==> config.mk <==
export PLATFORM = sky130hd
export DESIGN_NAME = djs130_tto_fifo
export DESIGN_NICKNAME = d
export VERILOG_FILES = /design/src/rtl/djs130_tto_pkg.sv /design/src/rtl/djs130_char_fifo.sv /design/src/rtl/djs130_tto_fifo.sv
export SDC_FILE = /design/constraint.sdc
export NUM_CORES = 1
export LEC_CHECK = 0
export CORE_MARGIN = 2
export CORE_UTILIZATION = 40
export DETAILED_ROUTE_END_ITERATION = 10
export GPL_TIMING_DRIVEN = 0
export PLACE_DENSITY = 0.56
export SLEW_MARGIN = 20
export SYNTH_ARGS = -nofsm -noshare
export SYNTH_HDL_FRONTEND = slang
export SYNTH_SLANG_ARGS = --single-unit
==> constraint.sdc <==
create_clock -name i_vram_clk -period 6.2 [get_ports i_vram_clk]
set_clock_uncertainty 0.15 [all_clocks]
set_input_delay 1.24 -clock i_vram_clk [delete_from_list [all_inputs] [get_ports i_vram_clk]]
set_output_delay 1.24 -clock i_vram_clk [all_outputs]
set_load 0.01 [all_outputs]
==> src/rtl/djs130_tto_pkg.sv <==
// Shared definitions for the DJS130 buffered TTO console: renderer states,
// control-character codes and device-bus strobe bit positions.
package djs130_tto_pkg;

    typedef enum logic [2:0] {
        S_IDLE,
        S_FETCH,
        S_DECODE,
        S_WRITE,
        S_ADVANCE,
        S_NL_SCROLL,
        S_NL_CLEAR,
        S_NL_DONE
    } state_t;

    localparam logic [7:0] NUL = 8'd0;
    localparam logic [7:0] BEL = 8'd7;
    localparam logic [7:0] BS  = 8'd8;
    localparam logic [7:0] HT  = 8'd9;
    localparam logic [7:0] LF  = 8'd10;
    localparam logic [7:0] CR  = 8'd13;
    localparam logic [7:0] DC3 = 8'd19;
    localparam logic [7:0] ETB = 8'd23;
    localparam logic [7:0] EM  = 8'd25;
    localparam logic [7:0] SUB = 8'd26;

    localparam int unsigned KZ_DOA = 0;
    localparam int unsigned KZ_S   = 6;
    localparam int unsigned KZ_C   = 7;

endpackage

==> src/rtl/djs130_char_fifo.sv <==
// Synchronous show-ahead FIFO with async active-high reset; DEPTH must be a
// power of two so the pointers wrap naturally.
module djs130_char_fifo #(
    parameter int unsigned WIDTH = 8,
    parameter int unsigned DEPTH = 16
) (
    input  logic             clk,
    input  logic             rst,
    input  logic             push,
    input  logic             pop,
    input  logic [WIDTH-1:0] din,
    output logic [WIDTH-1:0] dout,
    output logic             full,
    output logic             empty
);
    localparam int unsigned AW = (DEPTH > 1) ? $clog2(DEPTH) : 1;

    logic [WIDTH-1:0] mem [DEPTH];
    logic [AW-1:0]    wr_ptr;
    logic [AW-1:0]    rd_ptr;
    logic [AW:0]      count;
    logic             do_push;
    logic             do_pop;

    assign do_push = push && !full;
    assign do_pop  = pop && !empty;
    assign full    = (count == (AW+1)'(DEPTH));
    assign empty   = (count == '0);
    assign dout    = mem[rd_ptr];

    always_ff @(posedge clk) begin
        if (do_push) begin
            mem[wr_ptr] <= din;
        end
    end

    always_ff @(posedge clk or posedge rst) begin
        if (rst) begin
            wr_ptr <= '0;
            rd_ptr <= '0;
            count  <= '0;
        end else begin
            if (do_push) wr_ptr <= wr_ptr + 1'b1;
            if (do_pop)  rd_ptr <= rd_ptr + 1'b1;
            case ({do_push, do_pop})
                2'b10:   count <= count + 1'b1;
                2'b01:   count <= count - 1'b1;
                default: count <= count;
            endcase
        end
    end

endmodule

==> src/rtl/djs130_tto_fifo.sv <==
// DJS130 buffered TTO console: bus front end queues characters, renderer FSM
// draws them into GDU VRAM. Define TTO_TAB_EN to enable HT tab expansion.
module djs130_tto_fifo
    import djs130_tto_pkg::*;
#(
    parameter logic [5:0]  DEV_DMs      = 6'o11,
    parameter logic [7:0]  TTO_COLOR    = 8'hff,
    parameter logic [6:0]  TTO_LINE_MAX = 7'd80,
    parameter logic [7:0]  TTO_SPACE    = 8'd32,
    parameter logic [4:0]  TTO_Y        = 5'd29,
    parameter int unsigned FIFO_DEPTH   = 16,
    parameter int unsigned TAB_WIDTH    = 8,
    parameter int unsigned WR_CYCLES    = 3
) (
    input  logic        i_vram_clk,
    input  logic        i_dev_ZZ0,
    input  logic [8:0]  i_dev_KZ,
    input  logic [15:0] i_dev_SR,
    output logic        o_dev_ZDQQ,
    output logic [1:0]  o_dev_ZT,
    output logic [5:0]  o_dev_DMs,
    output logic        o_vram_we,
    output logic        o_vram_ce,
    output logic [15:0] o_vram_data,
    output logic [11:0] o_vram_addr,
    output logic [4:0]  o_vram_yoffset
);
    localparam int unsigned CNT_W = $clog2(WR_CYCLES + 1);
    localparam logic [6:0]  TAB_MASK = 7'(TAB_WIDTH - 1);

    logic       clk;
    logic       rst;
    logic [7:0] a;
    logic       busy;
    logic       done;
    logic       pending;
    logic       push;
    logic       pop;
    logic       full;
    logic       empty;
    logic [7:0] fifo_dout;
    logic       unused;

    assign clk    = i_vram_clk;
    assign rst    = i_dev_ZZ0;
    assign unused = ^{i_dev_KZ[8], i_dev_KZ[5:1], i_dev_SR[15:8]};

    // A pending push yields to a same-edge S or C so C can cancel a stalled character.
    assign push = pending && !full && !i_dev_KZ[KZ_C] && !i_dev_KZ[KZ_S];

    always_ff @(posedge clk or posedge rst) begin
        if (rst) begin
            a       <= '0;
            busy    <= 1'b0;
            done    <= 1'b0;
            pending <= 1'b0;
        end else begin
            if (i_dev_KZ[KZ_DOA]) a <= i_dev_SR[7:0];
            if (i_dev_KZ[KZ_C]) begin
                busy    <= 1'b0;
                done    <= 1'b0;
                pending <= 1'b0;
            end else if (i_dev_KZ[KZ_S]) begin
                busy    <= 1'b1;
                done    <= 1'b0;
                pending <= 1'b1;
            end else if (push) begin
                busy    <= 1'b0;
                done    <= 1'b1;
                pending <= 1'b0;
            end
        end
    end

    djs130_char_fifo #(
        .WIDTH (8),
        .DEPTH (FIFO_DEPTH)
    ) u_fifo (
        .clk   (clk),
        .rst   (rst),
        .push  (push),
        .pop   (pop),
        .din   (a),
        .dout  (fifo_dout),
        .full  (full),
        .empty (empty)
    );

    state_t           state, state_n;
    state_t           ret, ret_n;
    logic [7:0]       ch, ch_n;
    logic [6:0]       col, col_n;
    logic [6:0]       col_inc;
    logic [4:0]       yoff, yoff_n;
    logic [CNT_W-1:0] cnt, cnt_n;
    logic             we, we_n;
    logic [7:0]       data, data_n;
    logic [6:0]       wcol, wcol_n;
    logic             clearing, clearing_n;
    logic             tab, tab_n;

    assign col_inc = col + 7'd1;

    always_ff @(posedge clk or posedge rst) begin
        if (rst) begin
            state    <= S_IDLE;
            ret      <= S_IDLE;
            ch       <= '0;
            col      <= '0;
            yoff     <= '0;
            cnt      <= '0;
            we       <= 1'b0;
            data     <= '0;
            wcol     <= '0;
            clearing <= 1'b0;
            tab      <= 1'b0;
        end else begin
            state    <= state_n;
            ret      <= ret_n;
            ch       <= ch_n;
            col      <= col_n;
            yoff     <= yoff_n;
            cnt      <= cnt_n;
            we       <= we_n;
            data     <= data_n;
            wcol     <= wcol_n;
            clearing <= clearing_n;
            tab      <= tab_n;
        end
    end

    // Address/data are loaded on entry to S_WRITE; we rises one clock later.
    always_comb begin
        state_n    = state;
        ret_n      = ret;
        ch_n       = ch;
        col_n      = col;
        yoff_n     = yoff;
        cnt_n      = cnt;
        we_n       = 1'b0;
        data_n     = data;
        wcol_n     = wcol;
        clearing_n = clearing;
        tab_n      = tab;
        pop        = 1'b0;
        case (state)
            S_IDLE: begin
                if (!empty) state_n = S_FETCH;
            end
            S_FETCH: begin
                pop     = 1'b1;
                ch_n    = fifo_dout;
                state_n = S_DECODE;
            end
            S_DECODE: begin
                case (ch)
                    NUL, BEL, DC3, ETB, SUB: state_n = S_IDLE;
                    BS, EM: begin
                        if (col != '0) col_n = col - 7'd1;
                        state_n = S_IDLE;
                    end
                    CR: begin
                        col_n   = '0;
                        state_n = S_IDLE;
                    end
                    LF: begin
                        ret_n   = S_IDLE;
                        state_n = S_NL_SCROLL;
                    end
`ifdef TTO_TAB_EN
                    HT: begin
                        if (col == TTO_LINE_MAX) begin
                            ret_n   = S_IDLE;
                            state_n = S_NL_SCROLL;
                        end else begin
                            tab_n   = 1'b1;
                            data_n  = TTO_SPACE;
                            wcol_n  = col;
                            cnt_n   = '0;
                            state_n = S_WRITE;
                        end
                    end
`else
                    HT: state_n = S_IDLE;
`endif
                    default: begin
                        if (col == TTO_LINE_MAX) begin
                            ret_n   = S_WRITE;
                            state_n = S_NL_SCROLL;
                        end else begin
                            data_n  = ch;
                            wcol_n  = col;
                            cnt_n   = '0;
                            state_n = S_WRITE;
                        end
                    end
                endcase
            end
            S_WRITE: begin
                if (cnt != CNT_W'(WR_CYCLES)) begin
                    we_n  = 1'b1;
                    cnt_n = cnt + CNT_W'(1);
                end else if (clearing) begin
                    if (col == TTO_LINE_MAX - 7'd1) begin
                        state_n = S_NL_DONE;
                    end else begin
                        col_n   = col_inc;
                        state_n = S_NL_CLEAR;
                    end
                end else begin
                    state_n = S_ADVANCE;
                end
            end
            S_ADVANCE: begin
                col_n = col_inc;
                if (tab && col_inc != TTO_LINE_MAX && (col_inc & TAB_MASK) != '0) begin
                    data_n  = TTO_SPACE;
                    wcol_n  = col_inc;
                    cnt_n   = '0;
                    state_n = S_WRITE;
                end else begin
                    tab_n   = 1'b0;
                    state_n = S_IDLE;
                end
            end
            S_NL_SCROLL: begin
                yoff_n     = yoff + 5'd1;
                col_n      = '0;
                clearing_n = 1'b1;
                state_n    = S_NL_CLEAR;
            end
            S_NL_CLEAR: begin
                data_n  = TTO_SPACE;
                wcol_n  = col;
                cnt_n   = '0;
                state_n = S_WRITE;
            end
            S_NL_DONE: begin
                col_n      = '0;
                clearing_n = 1'b0;
                if (ret == S_WRITE) begin
                    data_n  = ch;
                    wcol_n  = '0;
                    cnt_n   = '0;
                    state_n = S_WRITE;
                end else begin
                    state_n = S_IDLE;
                end
            end
            default: state_n = S_IDLE;
        endcase
    end

    assign o_dev_ZDQQ     = done;
    assign o_dev_ZT       = {done, busy};
    assign o_dev_DMs      = DEV_DMs;
    assign o_vram_we      = we;
    assign o_vram_ce      = we;
    assign o_vram_data    = {TTO_COLOR, data};
    assign o_vram_addr    = {wcol, TTO_Y};
    assign o_vram_yoffset = yoff;

endmodule

Figure 1. The metal 2 layer (run 1).
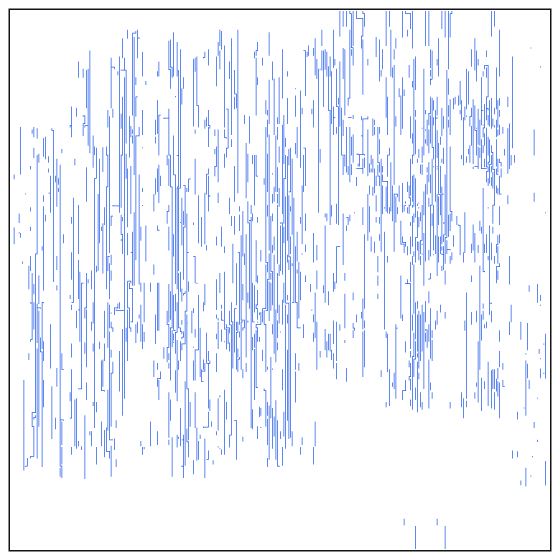
- longest straight run: 89.8 um
- wire length on this layer: 8,430 um
- nets with wire on the layer: 599
- main direction: vertical
- share of all routed wire: 48%
GR Util met2: 26.1%
DRT Wirelength: 17.5 mm
DR vias: 5,028

Figure 2. Clock wiring as the flow saved it (run 1).
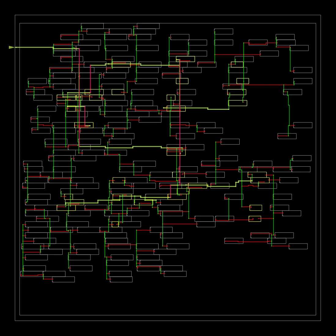
clock latency on the worst-skew pair: 0.44 ns
Seq cells: 194
CTS Buf Count: 17
clock sinks: 194

Figure 3. Met3 routing (run 1).
Scale bar: 50 um.
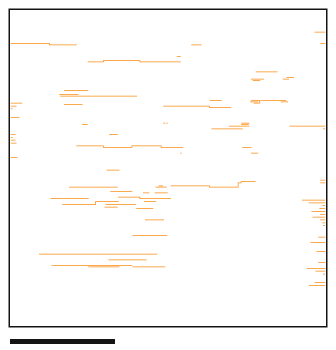
- share of all routed wire: 4.8%
- main direction: horizontal
- wire length on this layer: 843 um
grt met3 use: 3.49%

Figure 4. M1 wires (run 1).
Scale bar: 50 um.
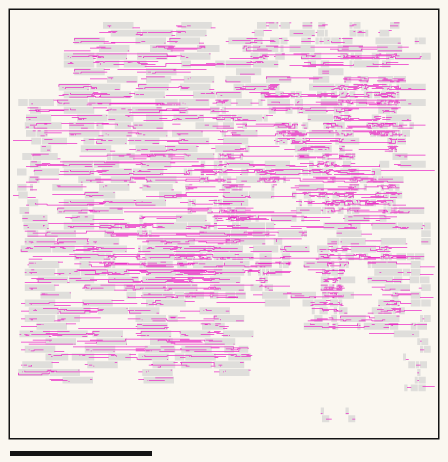
- nets with wire on the layer: 627
- main direction: horizontal
GRT met1 Usage: 22.4%

==> flow_summary.ini, run 1 <==
; flow metrics
[power]
power.total_mw = 4.65
vdd_drop_max_v = 0.000208

[synth]
synthMostInstantiatedCell = edfxtp_1
mux_area_share_pct = 11.4
synth_xor_xnor_area_share_pct = 1.62
synthArstFlopShare_pct = 34.0
synth_cells = 586

[setup_path]
critPathLaunch = i_dev_KZ[7]
path_class = in -> reg
r2r_setup_slack_ns = 2.83
crit_chain = clkdlybuf4s50_1 -> nor2_1 -> nand2_1 -> a21oi_1 -> inv_1 -> ha_1 -> clkbuf_1 -> xor2_1 -> ha_1 -> nor2b_1 -> o21ai_0 -> a31oi_1 -> nor2_1 -> xor2_1
worstSetupEndpointType = flip-flop

[global_route]
first_global_vias = 4890
grt_max_degree = 57

[sta]
hold_viol = 0
min_period_ns = 3.90
holdWs_ns = 0.322

[clock_network]
cts.repair.resized = 0
cts_root_buf = clkbuf_16
cts_setup_buffers = 0

[final_layout]
clk_share_pct = 6.32
clockBufferCount = 17
largest_reg_flops = 128
area_delta_synth_final_pct = 16.9
final-nonclk-buf-share_pct = 7.23
inv_count = 13
finish.utilization_pct = 47.9
most-common-layout-cells = edfxtp_1 (128), dfrtp_1 (66), clkdlybuf4s50_1 (36), nor2_1 (34), mux4_2 (28)
diodes = 0

[hold_path]
hold_class = reg -> reg

[detailed_routing]
dr_wl_met2_mm = 8.43
viasPerCell = 5.31

[die]
num_rows = 53
chipArea_sq_um = 22800
core_sq_um = 21100
taps = 275

[placed_design]
place_hpwl_mm = 12.1
place.gp.congestion = 0.837

[run_status]
status = finished clean
run 1: stage by stage:
step | std cells | cell area (sq um) | setup WS [ns]
2_1_floorplan | 603 | 8700 | 2.66
3_3_place_gp | 914 | 9410 | 1.77
3_5_place_dp | 915 | 9460 | 1.86
4_1_cts | 947 | 10100 | 2.31
5_1_grt | 947 | 10100 | 1.98
6_report | 947 | 10100 | 2.30
run 1: cell families after synthesis:
family	after synthesis
fa+ha+maj	13
xor+xnor	16
buf+inv	67
simple gates	128
other cells	2
compound gates	106
flops	194
mux	60
run 1: where the power goes:
group          switching, mW  internal [mW]
clock                  0.587          0.566
combinational          0.950          0.805
sequential             0.165           1.58
total                   1.70           2.95
==> run 2: changes to the inputs <==
==> constraint.sdc (replaced) <==
create_clock -name i_vram_clk -period 3.8 [get_ports i_vram_clk]
set_clock_uncertainty 0.15 [all_clocks]
set_input_delay 0.76 -clock i_vram_clk [delete_from_list [all_inputs] [get_ports i_vram_clk]]
set_output_delay 0.76 -clock i_vram_clk [all_outputs]
set_load 0.01 [all_outputs]
Figure 5. The metal 2 layer (run 2).
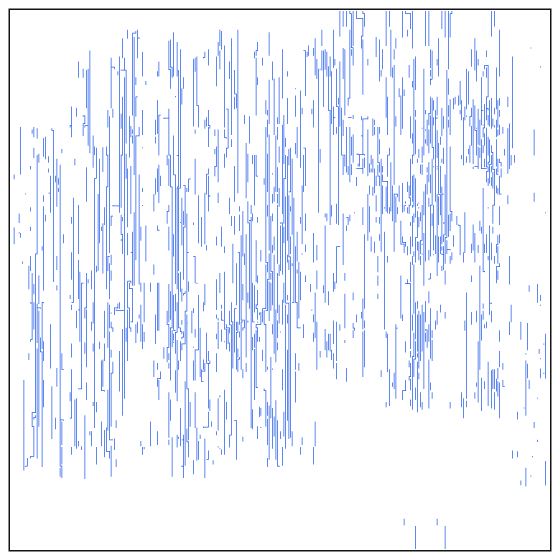
- wire length on this layer: 8,430 um
- nets with wire on the layer: 599
- main direction: vertical
- share of all routed wire: 48%

Figure 6. M1 wires (run 2).
Scale bar: 50 um.
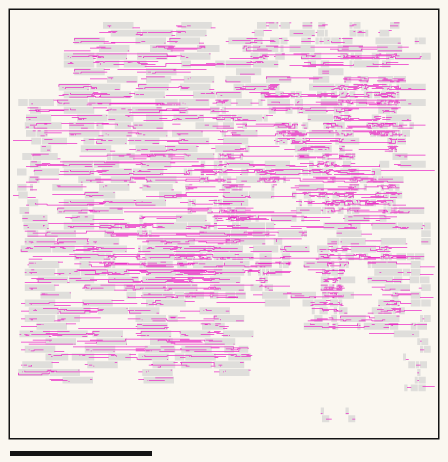
- wire length on this layer: 7,990 um
- share of all routed wire: 46%
- nets with wire on the layer: 627

==> run 2 against run 1 <==
  * Power up 63%
  * Die size unchanged
  * Synthesized cell count unchanged
  * Hold slack unchanged
  * Sequential share of layout area unchanged
  * Combinational power up 63%
  * Final area unchanged
  * Clock-buffer cell count unchanged
  * Setup slack worse by 1.9 ns
  * Final cell count unchanged
  * Sequential power up 63%
  * Flip-flop count unchanged
  * Largest cell class unchanged
  * Highest routed layer unchanged
==> flow_summary.ini, run 2 <==
; flow metrics
[run_status]
status = finished clean

[final_layout]
seqCellArea_sq_um = 5500
inv_count = 13
ff_count = 194
final-nonclk-buf-share_pct = 7.23
clk_share_pct = 6.32
clockBufferCount = 17
diodes = 0
most-common-layout-cells = edfxtp_1 (128), dfrtp_1 (66), clkdlybuf4s50_1 (36), nor2_1 (34), mux4_2 (28)
lay_top_count = edfxtp_1
largest_reg_flops = 128
area_delta_synth_final_pct = 16.9

[die]
fp.dieH_um = 151
num_rows = 53
taps = 275
core_sq_um = 21100
chipArea_sq_um = 22800

[clock_network]
cts_setup_buffers = 0
cts_buffers = 17
cts_root_buf = clkbuf_16
cts_sinks = 194
cts.repair.resized = 0

[setup_path]
worstSetupEndpointType = flip-flop
crit_chain = clkdlybuf4s50_1 -> nor2_1 -> nand2_1 -> a21oi_1 -> inv_1 -> ha_1 -> clkbuf_1 -> xor2_1 -> ha_1 -> nor2b_1 -> o21ai_0 -> a31oi_1 -> nor2_1 -> xor2_1
r2r_setup_slack_ns = 0.43
critPathLaunch = i_dev_KZ[7]
path_class = in -> reg
critPathMaxFanout = 9

[synth]
ys_cells = 586
synthArstFlopShare_pct = 34.0
synth_cells = 586
synth_xor_xnor_area_share_pct = 1.62
mux_area_share_pct = 11.4
synthMostInstantiatedCell = edfxtp_1
yosysTopAreaCell = edfxtp_1

[power]
leakagePower_nw = 3.72
power.total_mw = 7.59
vdd_drop_max_v = 0.000340
powerDensity_nw_per_um2 = 752

[detailed_routing]
wirelength_mm = 17.5
viasPerCell = 5.31
drt_first_pass_iters = 5
wl_met1_mm = 7.99
dr_total_vias = 5028
dr_wl_met2_mm = 8.43

[hold_path]
hold_end = o_vram_yoffset[4]
hold_class = reg -> reg

[sta]
hold_viol = 0
min_period_ns = 3.42

[placed_design]
place_hpwl_mm = 12.1
place.gp.congestion = 0.837

[global_route]
globalRouteMet3Util_pct = 3.49
use_met1_pct = 22.4
grtUsageMet2_pct = 26.1
grt_max_degree = 57
first_global_vias = 4890
run 2: cell counts in the layout (fill, tap and decap cells not counted):
Identical to the previous run, type by type.
run 2: stage by stage:
step / hold WS, ns / utilization, % / cells / worst slack (ns) / cell area [sq um]
final: 0.322 / 47.9 / 947 / 0.379 / 10100
after global routing: 0.374 / 47.9 / 947 / 0.0565 / 10100
after CTS: 0.330 / 47.9 / 947 / 0.386 / 10100
after detailed placement: 0.316 / 44.8 / 915 / -0.0593 / 9460
after global placement: 0.313 / 44.6 / 914 / -0.150 / 9410
after floorplan: 0.331 / - / 603 / 0.735 / 8700
run 2: power by group:
part	switching [mW]	internal, mW	leakage [nW]
Clock	0.957	0.923	0.303
Combinational	1.55	1.31	1.44
Sequential	0.270	2.57	1.98
Total	2.78	4.81	3.72
No activity file was given, so power comes from the tool's default toggle rates.
